==> config.mk <==
export PLATFORM = sky130hd
export DESIGN_NAME = uart_tx_framer
export DESIGN_NICKNAME = d
export VERILOG_FILES = /design/src/rtl/uart_tx_framer.sv
export SDC_FILE = /design/constraint.sdc
export NUM_CORES = 1
export LEC_CHECK = 0
export CORE_MARGIN = 3
export CORE_UTILIZATION = 45
export CTS_CLUSTER_SIZE = 30
export DETAILED_ROUTE_END_ITERATION = 7
export PLACE_DENSITY = 0.73
export SYNTH_ARGS = -nofsm -noshare
export SYNTH_HDL_FRONTEND = slang
export SYNTH_SLANG_ARGS = --single-unit
==> constraint.sdc <==
create_clock -name clk -period 2.5 [get_ports clk]
set_input_delay 0.625 -clock clk [delete_from_list [all_inputs] [get_ports clk]]
set_output_delay 0.625 -clock clk [all_outputs]
set_load 0.01 [all_outputs]
### The metal 1 layer

Cells faint in the background.
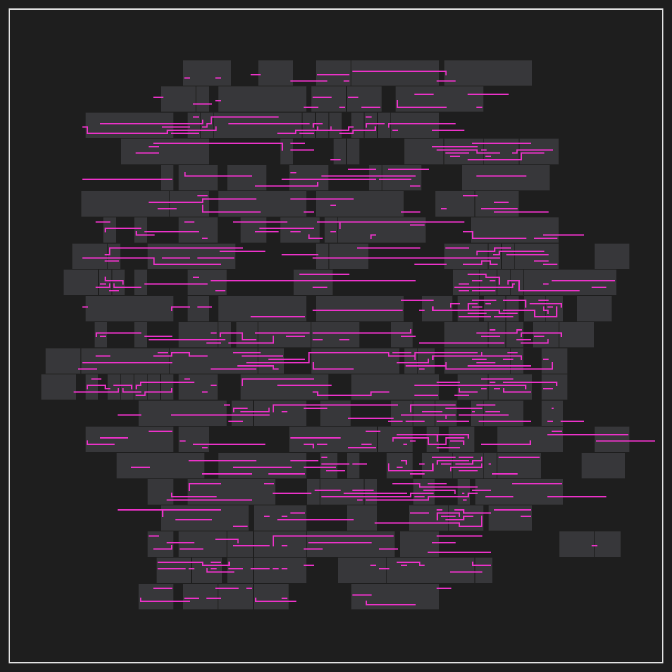
wire length on this layer	1330 um
share of all routed wire	43%
DR vias: 1210
Routed WL: 3100 um
GRT met1 Usage: 0.186

### Signal wires on met2

Bar = 20 um.
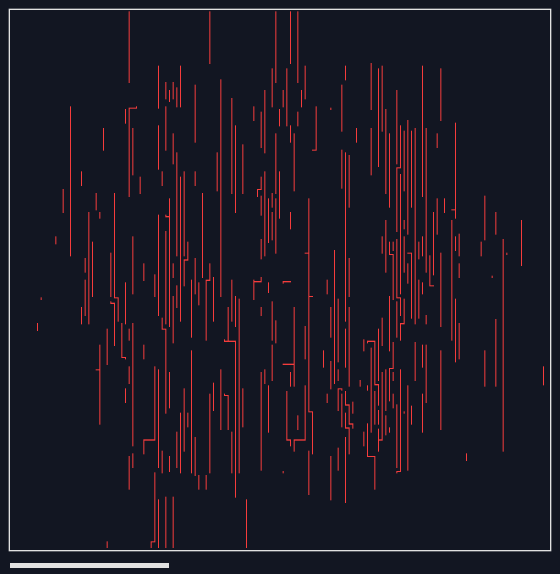
longest straight run	27.2 um
nets with wire on the layer	174
met2 usage: 0.262

### Metal 3

Bar = 20 um.
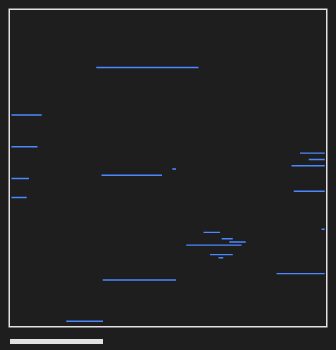
longest straight run	21.6 um
nets with wire on the layer	17
share of all routed wire	4.3%
wire length on this layer	133 um
met3 usage: 0.0449

### Clock wiring as the flow saved it

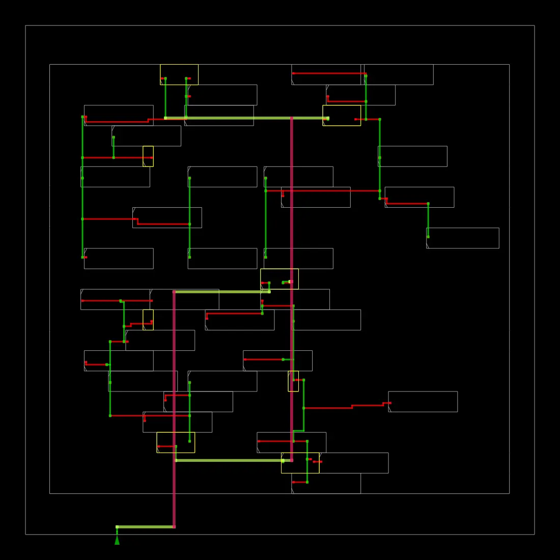
CTS sink count: 34
CTS Buf Count: 5

### Routed metal per tile

Bar = 20 um. 14 x 14 tiles, from dark purple (low) to yellow (high), scaled to the fullest tile. Values are wire area over tile area, all layers added.
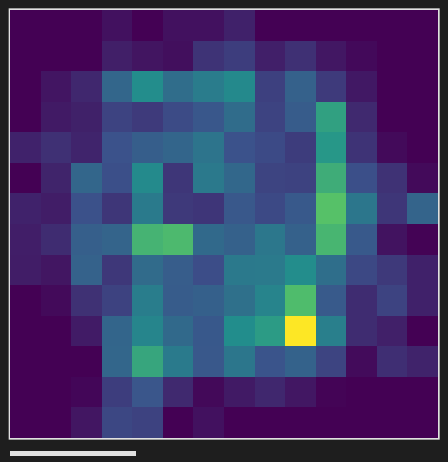
fullest tile	0.56
mean over tiles	0.11
densest ninth of the die	middle
tiles over half the peak	5.6%
nearly empty tiles	25%
GR Util All Layers: 0.159
average wire per standard cell: 13.7 um

==> out/qor.csv <==
stage;metric;value;unit
clocking;clock_path_buffers;2;
final_timing;max_clock_freq;0.433;GHz
run;log.warning_count;32;
critical_path;critPathCaptureType;output pin;
drt;dr.pass1.iters;4;
clocking;cts_hold_buf;0;
drt;ant_nets;0;
critical_path;cp.arrival;1680;ps
final_layout;instances_no_fill;227;
power_and_ir_drop;vdd_ir_drop_max;0.432;mV
clocking;cts_root_buffer;clkbuf_8;
synth;synth_dominant_cell_count;dfrtp_1;
synth;synthCells;151;
die;rows;21;
synth;synth_top_area_share;0.481;
synth;numSynthFlops;34;
global_route;grt_max_degree;35;
clocking;path_clk_slew;70;ps
synth;synth_cell_types;40;
power_and_ir_drop;leakagePower;1.00;nW
drt;wl_met2;1560;um
final_timing;slew_headroom;0.668;
power_and_ir_drop;switching_share;0.354;
clocking;cts_tree;yes;
final_timing;tightestPinTransition;496;ps
drt;drc;0;
drt;drtIter0Drc;57;
critical_path;rrSetupSlack;430;ps
worst_hold_path;holdPathStages;2;
drt;m1WireLength;1330;um
global_route;grt_overflow;0;
final_timing;rsz0062_at_grt;false;
final_layout;n_antenna_cell;0;
synth;ys_top_cells_by_count;dfrtp_1 (33), nand2_1 (32), mux2_2 (18);
die;die_h;67.7;um
global_route;grt_pass1_vias;1200;
clocking;clock_latency;280;ps
power_and_ir_drop;cellPowerDensity;1220;nW/um^2
final_layout;final_core_util;0.596;
critical_path;worst_r2r_path_depth;7;
synth;topCellsByArea;dfrtp_1 (48%), mux2_2 (12%), nand2_1 (7.0%);
place;hpwl;2270;um
clocking;htreeDepth;2;
synth;top_area_cell;dfrtp_1;
place;gp_congestion;0.863;
critical_path;crit_required;1880;ps
synth;synth_top_flop_cell;dfrtp_1;
final_timing;hold_viol_final;0;
global_route;grt_pass1_wl;5250;um
global_route;antenna_found_initial;0;
final_timing;fin_crit;2310;ps
final_timing;slew_violations;0;
run;maxCapViolCount;0;
critical_path;path_class;reg -> out;
final_layout;final_common_cell;dfrtp_1;
die;ioPinCount;23;
global_route;top_usage_layer;met2;
synth;ys_area;1720;sq um
final_layout;layout.nets;206;
final_timing;skew;6.25;ps
synth;ys_seq_frac;0.497;
power_and_ir_drop;pwr-share-clk;0.149;
die;fp_util;0.491;
final_layout;syn_to_final_growth;21.5;%
power_and_ir_drop;internal_power;1.65;mW
drt;dr_wl_met3;132;um
synth;edf_count;0;
critical_path;start_kind;flop;
drt;highest_layer;met4;
die;coreArea;3490;sq um
synth;async_reset_ff_frac;1.00;
final_timing;timing.final.crit_share;0.923;
die;dieArea;4590;sq um
outcome;status;completed;
drt;viasPerCell;5.33;
synth;avgSynthCellArea;11.4;sq um
synth;synth_area;1720;sq um
final_timing;finalSetupViolCount;0;
place;place_inst;218;
power_and_ir_drop;power_frac_comb;0.472;
synth;yosysWarnings;0;
critical_path;cp_max_fo;4;
final_timing;tns;0;ps
power_and_ir_drop;power.switching;902;uW
synth;yosys-stat-cells;151;
die;die_x;67.7;um
worst_hold_path;min_path_type;reg -> reg;
place;io_buffers;20;
final_layout;drive_gt1_frac;0.232;
final_layout;mostFrequentLayoutCells;dfrtp_1 (33), nand2_1 (32), clkdlybuf4s50_1 (19);
synth;fp_nets;177;
power_and_ir_drop;p_seq_frac;0.379;
==> logic make-up after synthesis <==
group	Yosys count	share of synthesized area
AOI/OAI and AO/OA	22	0.106
xor gates and xnor gates	2	0.0102
adders and majority gates	7	0.0511
buffers and inverters	12	0.0306
DFF	34	0.497
muxes	24	0.168
and+or+nand+nor	50	0.137
==> power by group through the flow <==
stage,registers [mW],logic [mW],clock network (mW)
4_1_cts,0.967,1.22,0.396
3_5_place_dp,0.972,1.21,0
3_3_place_gp,0.953,1.16,0
6_report,0.966,1.21,0.380
2_1_floorplan,0.922,0.951,0
5_1_grt,0.998,1.34,0.415
==> stage by stage <==
| stage | worst slack [ps] | cell area [sq um] | total power [mW] | hold slack [ps] |
|---|---|---|---|---|
| after floorplan | 638 | 1720 | 1.87 | 329 |
| after global placement | 102 | 1990 | 2.11 | 456 |
| after detailed placement | 81.4 | 1990 | 2.18 | 458 |
| after CTS | 7.84 | 2080 | 2.59 | 475 |
| after global routing | 81.5 | 2080 | 2.76 | 487 |
| final | 192 | 2080 | 2.55 | 468 |
==> what timing repair did <==
| item | CTS | global route |
|---|---|---|
| endpoints found under the setup margin | 1 | 1 |
| buffers inserted | 1 | 0 |
| gates resized | 1 | 1 |
==> critical path: stages, from the launching register on <==
cell and delay, ps:
dfrtp_1 380, inv_1 90, ha_1 240, nand2_1 130, clkdlybuf4s50_1 550
==> area by class of cell <==
cell class | instances | area [sq um]
fill | 282 | 1410
sequential | 34 | 852
multi-input combinational | 105 | 817
timing repair buffer | 26 | 248
clock buffer | 8 | 80.1
tap | 46 | 57.6
inverter | 8 | 30.0
Power is estimated from default activity; no workload was simulated.
